`src/rtl/svx32_pkg.sv`:
```
// ----------------------------------------------------------------------------
// svx32_pkg
// Shared types for the sparrowx32 memory arbiter:
//   arb_state_t : arbiter FSM states (IDLE / REQ / RSP)
//   mem_req_t   : request payload latched at grant (wen, addr, wdata, byte_sel)
//   OWN_CORE / OWN_LDR : owner encoding used by the grant and pointer registers
// ----------------------------------------------------------------------------
package svx32_pkg;

   typedef enum logic [1:0] {
      ARB_IDLE = 2'd0,
      ARB_REQ  = 2'd1,
      ARB_RSP  = 2'd2
   } arb_state_t;

   typedef struct packed {
      logic        wen;
      logic [31:0] addr;
      logic [31:0] wdata;
      logic [3:0]  byte_sel;
   } mem_req_t;

   localparam logic OWN_CORE = 1'b0;
   localparam logic OWN_LDR  = 1'b1;

endpackage

```
`src/rtl/svx32_mem_arbiter.sv`:
```
// ----------------------------------------------------------------------------
// svx32_mem_arbiter
// Shares the single data-memory port between the core mem unit (c) and the
// program-loader/debug port (l). Round-robin between simultaneous requests,
// one outstanding transaction, and a watchdog that aborts a transaction that
// sees no ack/valid within TIMEOUT_CYCLES cycles of REQ+RSP.
//
// Ports:
//   pil_clk, pil_rst            : clock, async active-low reset
//   pil/piv_{c,l}_*             : requester request side (req, wen, addr, wdata, byte_sel)
//   pol/pov_{c,l}_*             : requester response side (ack, valid, rdata), combinational
//   pol/pov_mem_*               : memory request side, registered
//   pil/piv_mem_*               : memory response side (ack, valid, rdata)
//   pol_timeout                 : one-cycle pulse on watchdog abort
// ----------------------------------------------------------------------------
module svx32_mem_arbiter
   import svx32_pkg::*;
#(
   parameter int unsigned TIMEOUT_CYCLES = 15
) (
   input  logic        pil_clk,
   input  logic        pil_rst,
   input  logic        pil_c_req,
   input  logic        pil_c_wen,
   input  logic [31:0] piv_c_addr,
   input  logic [31:0] piv_c_wdata,
   input  logic [3:0]  piv_c_byte_sel,
   input  logic        pil_l_req,
   input  logic        pil_l_wen,
   input  logic [31:0] piv_l_addr,
   input  logic [31:0] piv_l_wdata,
   input  logic [3:0]  piv_l_byte_sel,
   output logic        pol_c_ack,
   output logic        pol_c_valid,
   output logic [31:0] pov_c_rdata,
   output logic        pol_l_ack,
   output logic        pol_l_valid,
   output logic [31:0] pov_l_rdata,
   output logic        pol_mem_req,
   output logic        pol_mem_wen,
   output logic [31:0] pov_mem_addr,
   output logic [31:0] pov_mem_wdata,
   output logic [3:0]  pov_mem_byte_sel,
   input  logic        pil_mem_ack,
   input  logic        pil_mem_valid,
   input  logic [31:0] piv_mem_rdata,
   output logic        pol_timeout
);

   localparam int unsigned CNT_W = (TIMEOUT_CYCLES > 1) ? $clog2(TIMEOUT_CYCLES) : 1;
   localparam logic [CNT_W-1:0] CNT_LAST = CNT_W'(TIMEOUT_CYCLES - 1);

   arb_state_t       r_state;
   logic             r_owner;
   logic             r_ptr;
   logic [CNT_W-1:0] r_cnt;
   mem_req_t         r_req;
   logic             r_mem_req;

   arb_state_t       w_state_nxt;
   logic             w_grant;
   logic             w_sel_owner;
   mem_req_t         w_sel_req;
   logic             w_ack;
   logic             w_valid;
   logic [31:0]      w_rdata;
   logic             w_abort;
   logic             w_done;
   logic             w_cnt_last;

   assign w_cnt_last = (r_cnt == CNT_LAST);

   // Round-robin pick: a lone requester wins, a tie goes to the pointer.
   always_comb begin
      w_sel_owner = r_ptr;
      if (pil_c_req && !pil_l_req) begin
         w_sel_owner = OWN_CORE;
      end else if (pil_l_req && !pil_c_req) begin
         w_sel_owner = OWN_LDR;
      end

      w_sel_req.wen      = pil_c_wen;
      w_sel_req.addr     = piv_c_addr;
      w_sel_req.wdata    = piv_c_wdata;
      w_sel_req.byte_sel = piv_c_byte_sel;
      if (w_sel_owner == OWN_LDR) begin
         w_sel_req.wen      = pil_l_wen;
         w_sel_req.addr     = piv_l_addr;
         w_sel_req.wdata    = piv_l_wdata;
         w_sel_req.byte_sel = piv_l_byte_sel;
      end
   end

   // State register.
   always_ff @(posedge pil_clk or negedge pil_rst) begin
      if (!pil_rst) begin
         r_state <= ARB_IDLE;
      end else begin
         r_state <= w_state_nxt;
      end
   end

   // Next state plus the requester-facing response strobes.
   always_comb begin
      w_state_nxt = r_state;
      w_grant     = 1'b0;
      w_ack       = 1'b0;
      w_valid     = 1'b0;
      w_rdata     = 32'd0;
      w_abort     = 1'b0;
      w_done      = 1'b0;

      case (r_state)
         ARB_IDLE: begin
            if (pil_c_req || pil_l_req) begin
               w_grant     = 1'b1;
               w_state_nxt = ARB_REQ;
            end
         end
         ARB_REQ: begin
            if (pil_mem_ack) begin
               w_ack = 1'b1;
               if (pil_mem_valid) begin
                  w_valid     = 1'b1;
                  w_rdata     = piv_mem_rdata;
                  w_done      = 1'b1;
                  w_state_nxt = ARB_IDLE;
               end else begin
                  w_state_nxt = ARB_RSP;
               end
            end else if (w_cnt_last) begin
               // Abort while still unacknowledged: owner gets both ack and valid.
               w_abort     = 1'b1;
               w_ack       = 1'b1;
               w_valid     = 1'b1;
               w_done      = 1'b1;
               w_state_nxt = ARB_IDLE;
            end
         end
         ARB_RSP: begin
            if (pil_mem_valid) begin
               w_valid     = 1'b1;
               w_rdata     = piv_mem_rdata;
               w_done      = 1'b1;
               w_state_nxt = ARB_IDLE;
            end else if (w_cnt_last) begin
               w_abort     = 1'b1;
               w_valid     = 1'b1;
               w_done      = 1'b1;
               w_state_nxt = ARB_IDLE;
            end
         end
         default: begin
            w_state_nxt = ARB_IDLE;
         end
      endcase
   end

   // Grant latch, watchdog counter, priority pointer and memory request.
   always_ff @(posedge pil_clk or negedge pil_rst) begin
      if (!pil_rst) begin
         r_owner   <= OWN_CORE;
         r_ptr     <= OWN_CORE;
         r_cnt     <= '0;
         r_req     <= '0;
         r_mem_req <= 1'b0;
      end else begin
         if (w_grant) begin
            r_owner <= w_sel_owner;
            r_req   <= w_sel_req;
            r_cnt   <= '0;
         end else if ((r_state != ARB_IDLE) && !w_cnt_last) begin
            // Saturates at the abort threshold; never wraps.
            r_cnt <= r_cnt + CNT_W'(1);
         end
         if (w_done) begin
            r_ptr <= ~r_owner;
         end
         r_mem_req <= (w_state_nxt == ARB_REQ);
      end
   end

   assign pol_mem_req      = r_mem_req;
   assign pol_mem_wen      = r_req.wen;
   assign pov_mem_addr     = r_req.addr;
   assign pov_mem_wdata    = r_req.wdata;
   assign pov_mem_byte_sel = r_req.byte_sel;

   // Steer the response strobes to the owner only; rdata is zero unless valid.
   assign pol_c_ack   = w_ack   && (r_owner == OWN_CORE);
   assign pol_c_valid = w_valid && (r_owner == OWN_CORE);
   assign pov_c_rdata = pol_c_valid ? w_rdata : 32'd0;
   assign pol_l_ack   = w_ack   && (r_owner == OWN_LDR);
   assign pol_l_valid = w_valid && (r_owner == OWN_LDR);
   assign pov_l_rdata = pol_l_valid ? w_rdata : 32'd0;
   assign pol_timeout = w_abort;

endmodule

```
`config.mk`:
```
export PLATFORM = sky130hd
export DESIGN_NAME = svx32_mem_arbiter
export DESIGN_NICKNAME = d
export VERILOG_FILES = /design/src/rtl/svx32_pkg.sv /design/src/rtl/svx32_mem_arbiter.sv
export SDC_FILE = /design/constraint.sdc
export NUM_CORES = 1
export LEC_CHECK = 0
export CAP_MARGIN = 30
export CORE_AREA = 2 2 121 123
export DETAILED_ROUTE_END_ITERATION = 10
export DIE_AREA = 0 0 123 125
export PLACE_DENSITY = 0.72
export SKIP_CTS_REPAIR_TIMING = 1
export SLEW_MARGIN = 5
export SYNTH_ARGS = -nofsm -noshare
export SYNTH_HDL_FRONTEND = slang
export SYNTH_SLANG_ARGS = --single-unit
```
`constraint.sdc`:
```
create_clock -name pil_clk -period 2.4 [get_ports pil_clk]
set_clock_uncertainty 0.15 [all_clocks]
set_input_delay 0.72 -clock pil_clk [delete_from_list [all_inputs] [get_ports pil_clk]]
set_output_delay 0.72 -clock pil_clk [all_outputs]
set_load 0.1 [all_outputs]
```
**Met1 routing**

Scale bar: 20 um. Supply wires on this layer in gray.
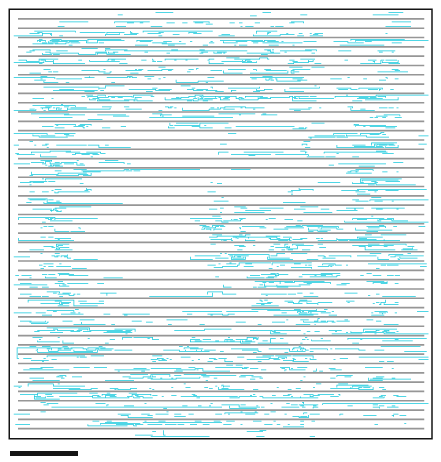
The layer holds 34% of the routed length. The longest straight run is 49.7 um. The wires run mostly horizontal. 792 nets have wire on it. The layer carries 5,350 um of wire.

**M2 wires**

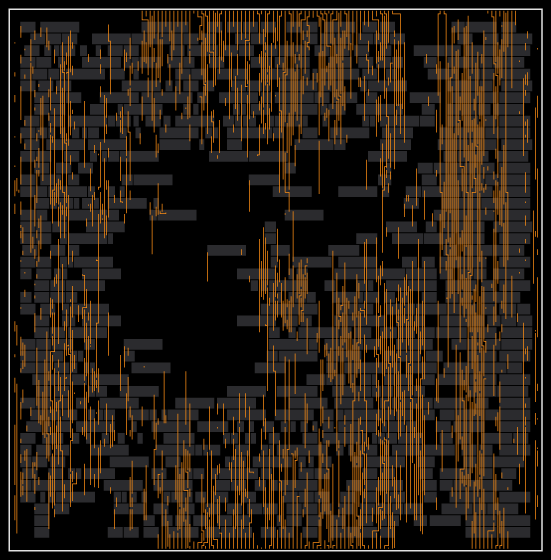
The layer holds 55% of the routed length. 818 nets have wire on it. The wires run mostly vertical.
met2 Track Usage GR: 36.5%
Post-Route WL: 15.7 mm

**Metal 3**

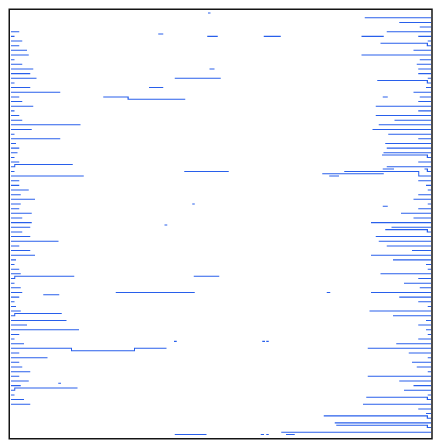
The layer holds 9.1% of the routed length. The wires run mostly horizontal. The longest straight run is 43.5 um.

**The metal 4 layer**

Supply wires on this layer in gray.
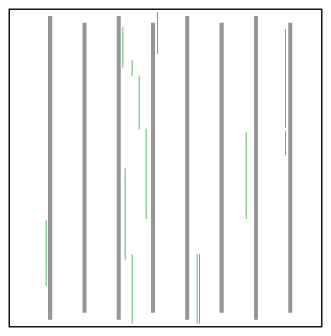
The longest straight run is 38.8 um. 11 nets have wire on it. The layer carries 320 um of wire.

==> notes.md <==
The flow ran to the end, but the final reports show violations. The final reports fail on negative setup slack. The length in cells of the worst reg-to-reg path was 10; the post-layout minimum cycle time was 2.84 ns.

The count of nets left with antenna violations once routing finished came out at 0. The buffer_ports step reported a buffer count of 314. STA lists the startpoint of the worst register-to-register path as r_state[1]. The synthesis report names the predominant flop master as sky130_fd_sc_hd__dfrtp_1.

The portion of synthesized cell area occupied by the leading cell type was 47.1%; the number of non-clock inverters in the layout was 7. The run gives 0.25 ns for the flop-to-flop setup slack. The tools report the critical register-to-register path endpoint as r_ptr. Global routing used 20.3% of the available met1 tracks. Counting tap cells, the placed design contains a total of 926 instances. Setup repair after global routing could not meet its margin everywhere. Per the synthesis report, the simple-gate share of the synthesized area is 19.1%. For reference, the top cells by area after synthesis are sky130_fd_sc_hd__dfrtp_1 (47%), sky130_fd_sc_hd__mux2i_1 (17%), sky130_fd_sc_hd__and2_1 (9.7%), sky130_fd_sc_hd__o21ai_0 (7.7%), sky130_fd_sc_hd__nand2_1 (6.5%).

The global-route usage over all layers is 19.3%, and the count of library flops with an enable pin is 0. For the normalized max-slew margin, the log shows 71.2%. The iteration count recorded for the first detailed-route pass is 4.

After layout, the buffer instance count without clock buffers stands at 355. The maximum number of pins on one net before global-route repair was 71. The number of vias per cell after detailed routing was 4.56; the core area was 14,200 um2.

The leakage power total was 4.05 nW. Summing all multi-input logic gate instances after layout gives 2350 um2. Worst hold path class: in2async.

In this run the mean area of a mapped cell was 9.55 um2. With the relative area change from synthesis to final layout at 120%, the post-synthesis share of cell area spent on full adders, half adders and majority gates is 2.08%. The cell sitting at the root of the clock tree is a sky130_fd_sc_hd__clkbuf_16. The parity-gate share of the synthesized area counting xor and xnor cells was 0%; the sum of net half-perimeters after detailed placement was 12.2 mm. The report shows a maximum critical-path fanout of 6. In the final design, more cell area goes to non-clock buffers than to any other class. The cell area after placement is 8480 um2. Counting every net in the synthesized netlist gives 616. The chip area line in the Yosys stat output reads 4140 um2. The storage element area was 1950 um2; the pin slew with the least headroom to its limit was 0.432 ns. Power in the clock group: 1.26 mW. Looking at the worst setup and hold paths, the clock pins of their registers show a slew of 0.06 ns.

The clock network is responsible for 9.9% of the overall power. The run gives -0.443 ns for the worst-case setup margin in the final layout. After routing the design area is 9100 um2. Fraction of the core area occupied by cells at floorplan: 29.2%. Of the post-synthesis cell area, the part taken by muxes is 16.9%. The floorplan has 44 rows. Dominant cell type by area after synthesis: sky130_fd_sc_hd__dfrtp_1. The power report lists the sequential group at 2.40 mW. The run gives 0 as the initial antenna violation count. The tools report the number of standard cells in the layout, taps in and fillers out as 959. With the die extent in y at 125 um, the number of setup violations in the final report is 69. The leftover overflow at the end of global routing was 0; the reported combinational group power was 8.99 mW. Counting endpoints that fail hold in the final report gives 0. The run gives 0 as the final number of max-transition violations. In this build the clock could be raised as far as 352 MHz. Per the skew report, the later register of the worst-skew pair sees a clock latency of 0.33 ns.
No activity file was given, so power comes from the tool's default toggle rates.
